**src/rtl/tdm_demux2_pkg.sv**
```systemverilog
`default_nettype none
// ============================================================================
// Module   : tdm_demux2_pkg
// Brief    : Shared constants, state encoding and helpers for tdm_demux2.
// Revision : 1.0 - initial release
// ============================================================================
package tdm_demux2_pkg;

    localparam int unsigned c_w_default     = 8;
    localparam int unsigned c_idx_w_default = $clog2(c_w_default);

    typedef enum logic [0:0] {
        ST_IDLE = 1'b0,
        ST_RUN  = 1'b1
    } state_t;

    // Bit-index width for a given word width; never narrower than one bit.
    function automatic int unsigned idx_width(input int unsigned w);
        return (w < 2) ? 1 : $clog2(w);
    endfunction

endpackage
`default_nettype wire

```
**src/rtl/tdm_lane.sv**
```systemverilog
`default_nettype none
// ============================================================================
// Module   : tdm_lane
// Brief    : W-bit LSB-first shift register with shift-enable and clear.
// Revision : 1.0 - initial release
// ============================================================================
module tdm_lane #(
    parameter int W = 8
) (
    input  logic         clk,
    input  logic         rst,
    input  logic         clr,
    input  logic         shift_en,
    input  logic         bit_in,
    output logic [W-1:0] data
);

    logic [W-1:0] r_sr;

    // Clear together with shift loads the new bit as the first bit of a fresh word.
    always_ff @(posedge clk or posedge rst) begin
        if (rst) begin
            r_sr <= '0;
        end else if (clr && shift_en) begin
            r_sr <= {bit_in, {(W-1){1'b0}}};
        end else if (clr) begin
            r_sr <= '0;
        end else if (shift_en) begin
            r_sr <= {bit_in, r_sr[W-1:1]};
        end
    end

    assign data = r_sr;

endmodule
`default_nettype wire

```
**src/rtl/tdm_demux2.sv**
```systemverilog
`default_nettype none
// ============================================================================
// Module   : tdm_demux2
// Brief    : Two-slot TDM serial demultiplexer producing A/B parallel words.
// Revision : 1.0 - initial release
// ============================================================================
module tdm_demux2
    import tdm_demux2_pkg::*;
#(
    parameter int W = c_w_default
) (
    input  logic         clk,
    input  logic         rst,
    input  logic         din,
    input  logic         din_valid,
    input  logic         sof,
    output logic         sel,
    output logic [W-1:0] a_data,
    output logic [W-1:0] b_data,
    output logic         word_valid,
    output logic         frame_err
);

    localparam int unsigned          c_idx_w    = idx_width(W);
    localparam logic [c_idx_w-1:0]   c_last_idx = c_idx_w'(W - 1);

    state_t               r_state;
    state_t               w_state_nxt;
    logic                 r_sel;
    logic                 w_sel_nxt;
    logic [c_idx_w-1:0]   r_idx;
    logic [c_idx_w-1:0]   w_idx_nxt;
    logic [W-1:0]         r_a_data;
    logic [W-1:0]         w_a_data_nxt;
    logic [W-1:0]         r_b_data;
    logic [W-1:0]         w_b_data_nxt;
    logic                 r_word_valid;
    logic                 w_word_valid_nxt;
    logic                 r_frame_err;
    logic                 w_frame_err_nxt;

    logic                 w_clr;
    logic                 w_shift_a;
    logic                 w_shift_b;
    logic [W-1:0]         w_lane_a;
    logic [W-1:0]         w_lane_b;

    tdm_lane #(.W(W)) u_lane_a (
        .clk      (clk),
        .rst      (rst),
        .clr      (w_clr),
        .shift_en (w_shift_a),
        .bit_in   (din),
        .data     (w_lane_a)
    );

    tdm_lane #(.W(W)) u_lane_b (
        .clk      (clk),
        .rst      (rst),
        .clr      (w_clr),
        .shift_en (w_shift_b),
        .bit_in   (din),
        .data     (w_lane_b)
    );

    always_ff @(posedge clk or posedge rst) begin
        if (rst) begin
            r_state      <= ST_IDLE;
            r_sel        <= 1'b0;
            r_idx        <= '0;
            r_a_data     <= '0;
            r_b_data     <= '0;
            r_word_valid <= 1'b0;
            r_frame_err  <= 1'b0;
        end else begin
            r_state      <= w_state_nxt;
            r_sel        <= w_sel_nxt;
            r_idx        <= w_idx_nxt;
            r_a_data     <= w_a_data_nxt;
            r_b_data     <= w_b_data_nxt;
            r_word_valid <= w_word_valid_nxt;
            r_frame_err  <= w_frame_err_nxt;
        end
    end

    always_comb begin
        w_state_nxt      = r_state;
        w_sel_nxt        = r_sel;
        w_idx_nxt        = r_idx;
        w_a_data_nxt     = r_a_data;
        w_b_data_nxt     = r_b_data;
        w_word_valid_nxt = 1'b0;
        w_frame_err_nxt  = 1'b0;
        w_clr            = 1'b0;
        w_shift_a        = 1'b0;
        w_shift_b        = 1'b0;

        case (r_state)
            ST_IDLE: begin
                if (din_valid && sof) begin
                    w_state_nxt = ST_RUN;
                    w_sel_nxt   = 1'b1;
                    w_idx_nxt   = '0;
                    w_clr       = 1'b1;
                    w_shift_a   = 1'b1;
                end
            end

            ST_RUN: begin
                if (din_valid) begin
                    if (sof) begin
                        // Early sof restarts the frame; the sof bit is the new A0.
                        w_frame_err_nxt = 1'b1;
                        w_sel_nxt       = 1'b1;
                        w_idx_nxt       = '0;
                        w_clr           = 1'b1;
                        w_shift_a       = 1'b1;
                    end else if (!r_sel) begin
                        w_shift_a = 1'b1;
                        w_sel_nxt = 1'b1;
                    end else begin
                        w_shift_b = 1'b1;
                        w_sel_nxt = 1'b0;
                        if (r_idx == c_last_idx) begin
                            // B(W-1) is still on din; merge it into the B word directly.
                            w_a_data_nxt     = w_lane_a;
                            w_b_data_nxt     = {din, w_lane_b[W-1:1]};
                            w_word_valid_nxt = 1'b1;
                            w_state_nxt      = ST_IDLE;
                            w_idx_nxt        = '0;
                        end else begin
                            w_idx_nxt = r_idx + c_idx_w'(1);
                        end
                    end
                end
            end

            default: begin
                w_state_nxt = ST_IDLE;
                w_sel_nxt   = 1'b0;
                w_idx_nxt   = '0;
            end
        endcase
    end

    assign sel        = r_sel;
    assign a_data     = r_a_data;
    assign b_data     = r_b_data;
    assign word_valid = r_word_valid;
    assign frame_err  = r_frame_err;

endmodule
`default_nettype wire

```
**config.mk**
```make
export PLATFORM = sky130hd
export DESIGN_NAME = tdm_demux2
export DESIGN_NICKNAME = d
export VERILOG_FILES = /design/src/rtl/tdm_demux2_pkg.sv /design/src/rtl/tdm_lane.sv /design/src/rtl/tdm_demux2.sv
export SDC_FILE = /design/constraint.sdc
export NUM_CORES = 1
export LEC_CHECK = 0
export CAP_MARGIN = 0
export CELL_PAD_IN_SITES_DETAIL_PLACEMENT = 0
export CELL_PAD_IN_SITES_GLOBAL_PLACEMENT = 1
export CORE_AREA = 4 4 65 67
export CTS_CLUSTER_DIAMETER = 80
export DETAILED_ROUTE_END_ITERATION = 10
export DIE_AREA = 0 0 69 71
export GPL_TIMING_DRIVEN = 0
export PLACE_DENSITY = 0.83
export SKIP_CTS_REPAIR_TIMING = 1
export SLEW_MARGIN = 20
export SYNTH_ARGS = -nofsm -noshare
export SYNTH_HDL_FRONTEND = slang
export SYNTH_SLANG_ARGS = --single-unit
export TNS_END_PERCENT = 10
```
**constraint.sdc**
```tcl
create_clock -name clk -period 2.1 [get_ports clk]
set_input_delay 0.525 -clock clk [delete_from_list [all_inputs] [get_ports clk]]
set_output_delay 0.525 -clock clk [all_outputs]
set_load 0.005 [all_outputs]
```
Floorplan with the power grid:
Pins as bars on the die edge. Tap cells in grey.
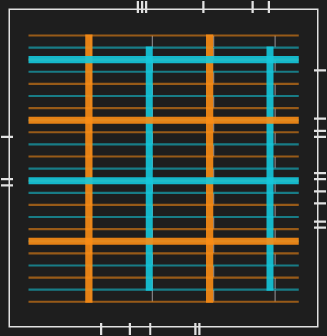
colour	net
cyan	VDD
orange	VSS
tap cells	48
met4 straps	4
horizontal extent of the die: 69 µm
area inside the core boundary: 3630 µm²
chip height: 71 µm
maximum ir drop on the vdd rail: 0.000279 V

Cell classes on the final placement:
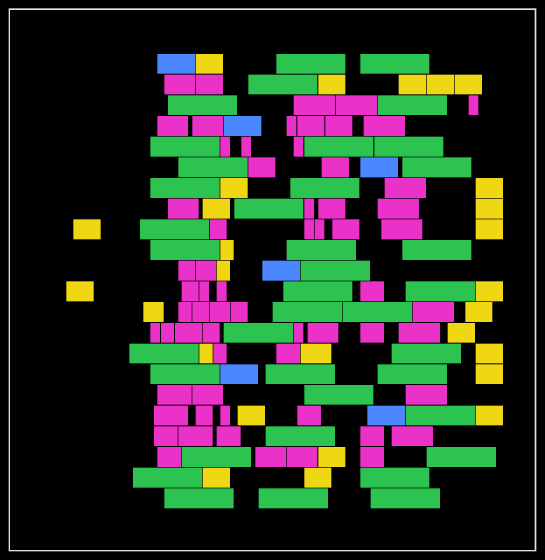
colour	class	cells
yellow	other buffers and delay cells	27
green	flops	38
magenta	all other logic	63
blue	clock drivers and dummy loads	6
FP Rows: 22
sequential share of cell area: 0.499

Clock network drawn from the DEF:
The bar under the picture is 20 µm long.
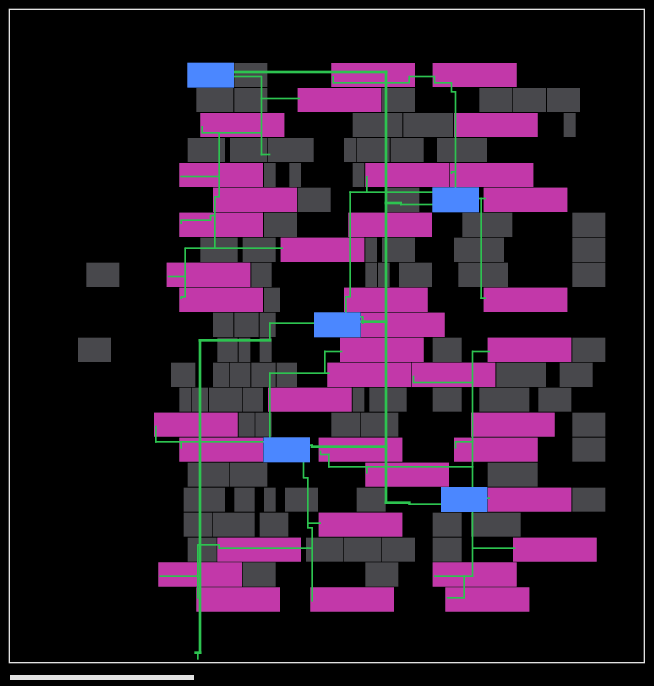
[magenta] flip-flops | count: 38
[blue] cells driving clock nets | count: 5
[green] clock wires | length: 433 µm
routed clock nets	6
power attributed to the clock group: 0.000479 W
Layout Skew: 2.42 ps
Clk pwr share: 0.347

Signal wires by layer:
The bar under the picture is 20 µm long.
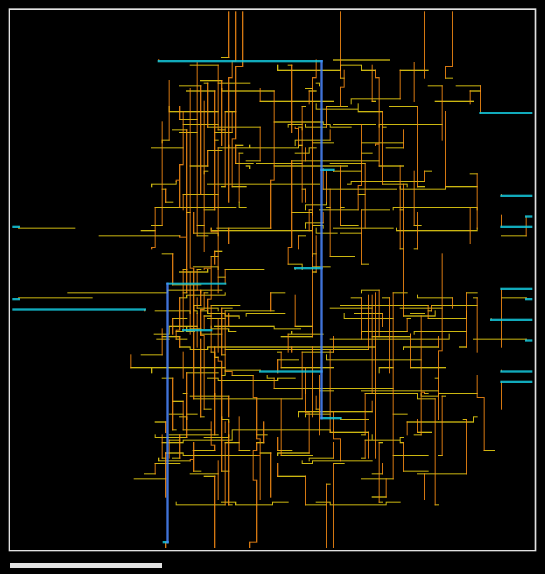
colour	layer	wire length
cyan	met3	101 µm
orange	met2	1,260 µm
yellow	met1	1,140 µm
blue	met4	80.9 µm
Total Routing Usage GR: 0.119
number of vias in the routed layout: 903

Track usage over the die:
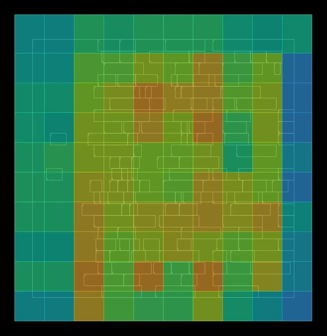
per-cell routed wire length: 14.2 µm
fin util: 0.525
met1 Track Usage GR: 0.135
M3 GR Usage: 0.0384
GR met2 Demand/Resource: 0.194

==> impl_metrics.tcl <==
# metrics dict for downstream scripts
set metrics [dict create \
    min_delay_path_depth 2 \
    num-nets-final 143 \
    cts_max_level 2 \
    drt_drc_violations_left 0 \
    log.warning_count 27 \
    clk_transition_reported_paths_ps 70 \
    crit_cells 5 \
    worst_tran_pin_value_ps 769 \
    routedLengthMet1_mm 1.14 \
    rr_worst_depth 5 \
    yosys-dominant-comb-family "multiplexers" \
    grt_setup_unrepaired "false" \
    gp_congestion 0.687 \
    timing.critical_path.slowest_stage_cell "clkdlybuf4s50_1" \
    stdcell_count 182 \
    synth.net_count 114 \
    crit_path_max_fanout 10 \
    area_growth_pct 23.5 \
    register_share_of_total_power 0.571 \
    synth-adder-area-share 0.0243 \
    largest_net_degree_at_the_start_of_global_routing 39 \
    max_cap_viol_count 0 \
    design_power_total_w 0.00138 \
    clockBufferDepth 2 \
    dp_cell_count 176 \
    layout_top_cell_excl_fill_tap "dfrtp_1" \
    via_count_of_the_first_global_routing_pass 933 \
    category_of_the_most_critical_setup_path "primary input to flop" \
    cell_count_after_synthesis 106 \
    nWellTaps 48 \
    ioPinCount 24 \
    clockRootBuffer "clkbuf_8" \
    number_of_max_slew_violations_in_the_final_report 0 \
    worst_r2r_endpoint "a_data[5]" \
    place_area_um2 1820 \
    worstSetupEndpointType "flop" \
    buf_share 0.133 \
    n_fill_cell 326 \
    result_of_the_run "finished clean" \
    n_antenna_cell 0 \
    share_of_post_route_cells_with_drive_strength_above_1 0.224 \
    place_worst_setup_slack_ps -33.1 \
    mean_syn_cell_area_um2 14.6 \
    tritoncts.num_buffers 5 \
    inv_count 3 \
    fp-utilization 0.425 \
    hpwl_mm 1.86 \
    post-route-min-period_ps 1830 \
    timing.critical_path.to "a_data[5]" \
    ant_nets 0 \
    seq_cell_count 38 \
    hold_path.class "primary input to flop" \
    worst_r2r_startpoint "r_idx[0]" \
    maxUsedRoutingLayer "met4" \
    power-per-cell-area_nw_per_um2 725 \
    firstDrtPassIters 4 \
    postSynth.topFlopCell "dfrtp_1" \
    synth-cells-yosys 106 \
    power_switching_share 0.225 \
    achievable-frequency_mhz 547 \
    final_area_um2 1910 \
    topCellsByArea "dfrtp_1 (62%), mux2_4 (9.7%), a22o_1 (5.1%), mux2_2 (5.1%), mux2i_1 (4.5%)" \
    total_length_of_routed_wires_mm 2.59 \
    worst_ep_required_time_ps 2270 \
    cellLeakagePower_nw 1.00 \
    hold_slack_ps 479 \
]
Power and IR drop assume default switching activity.
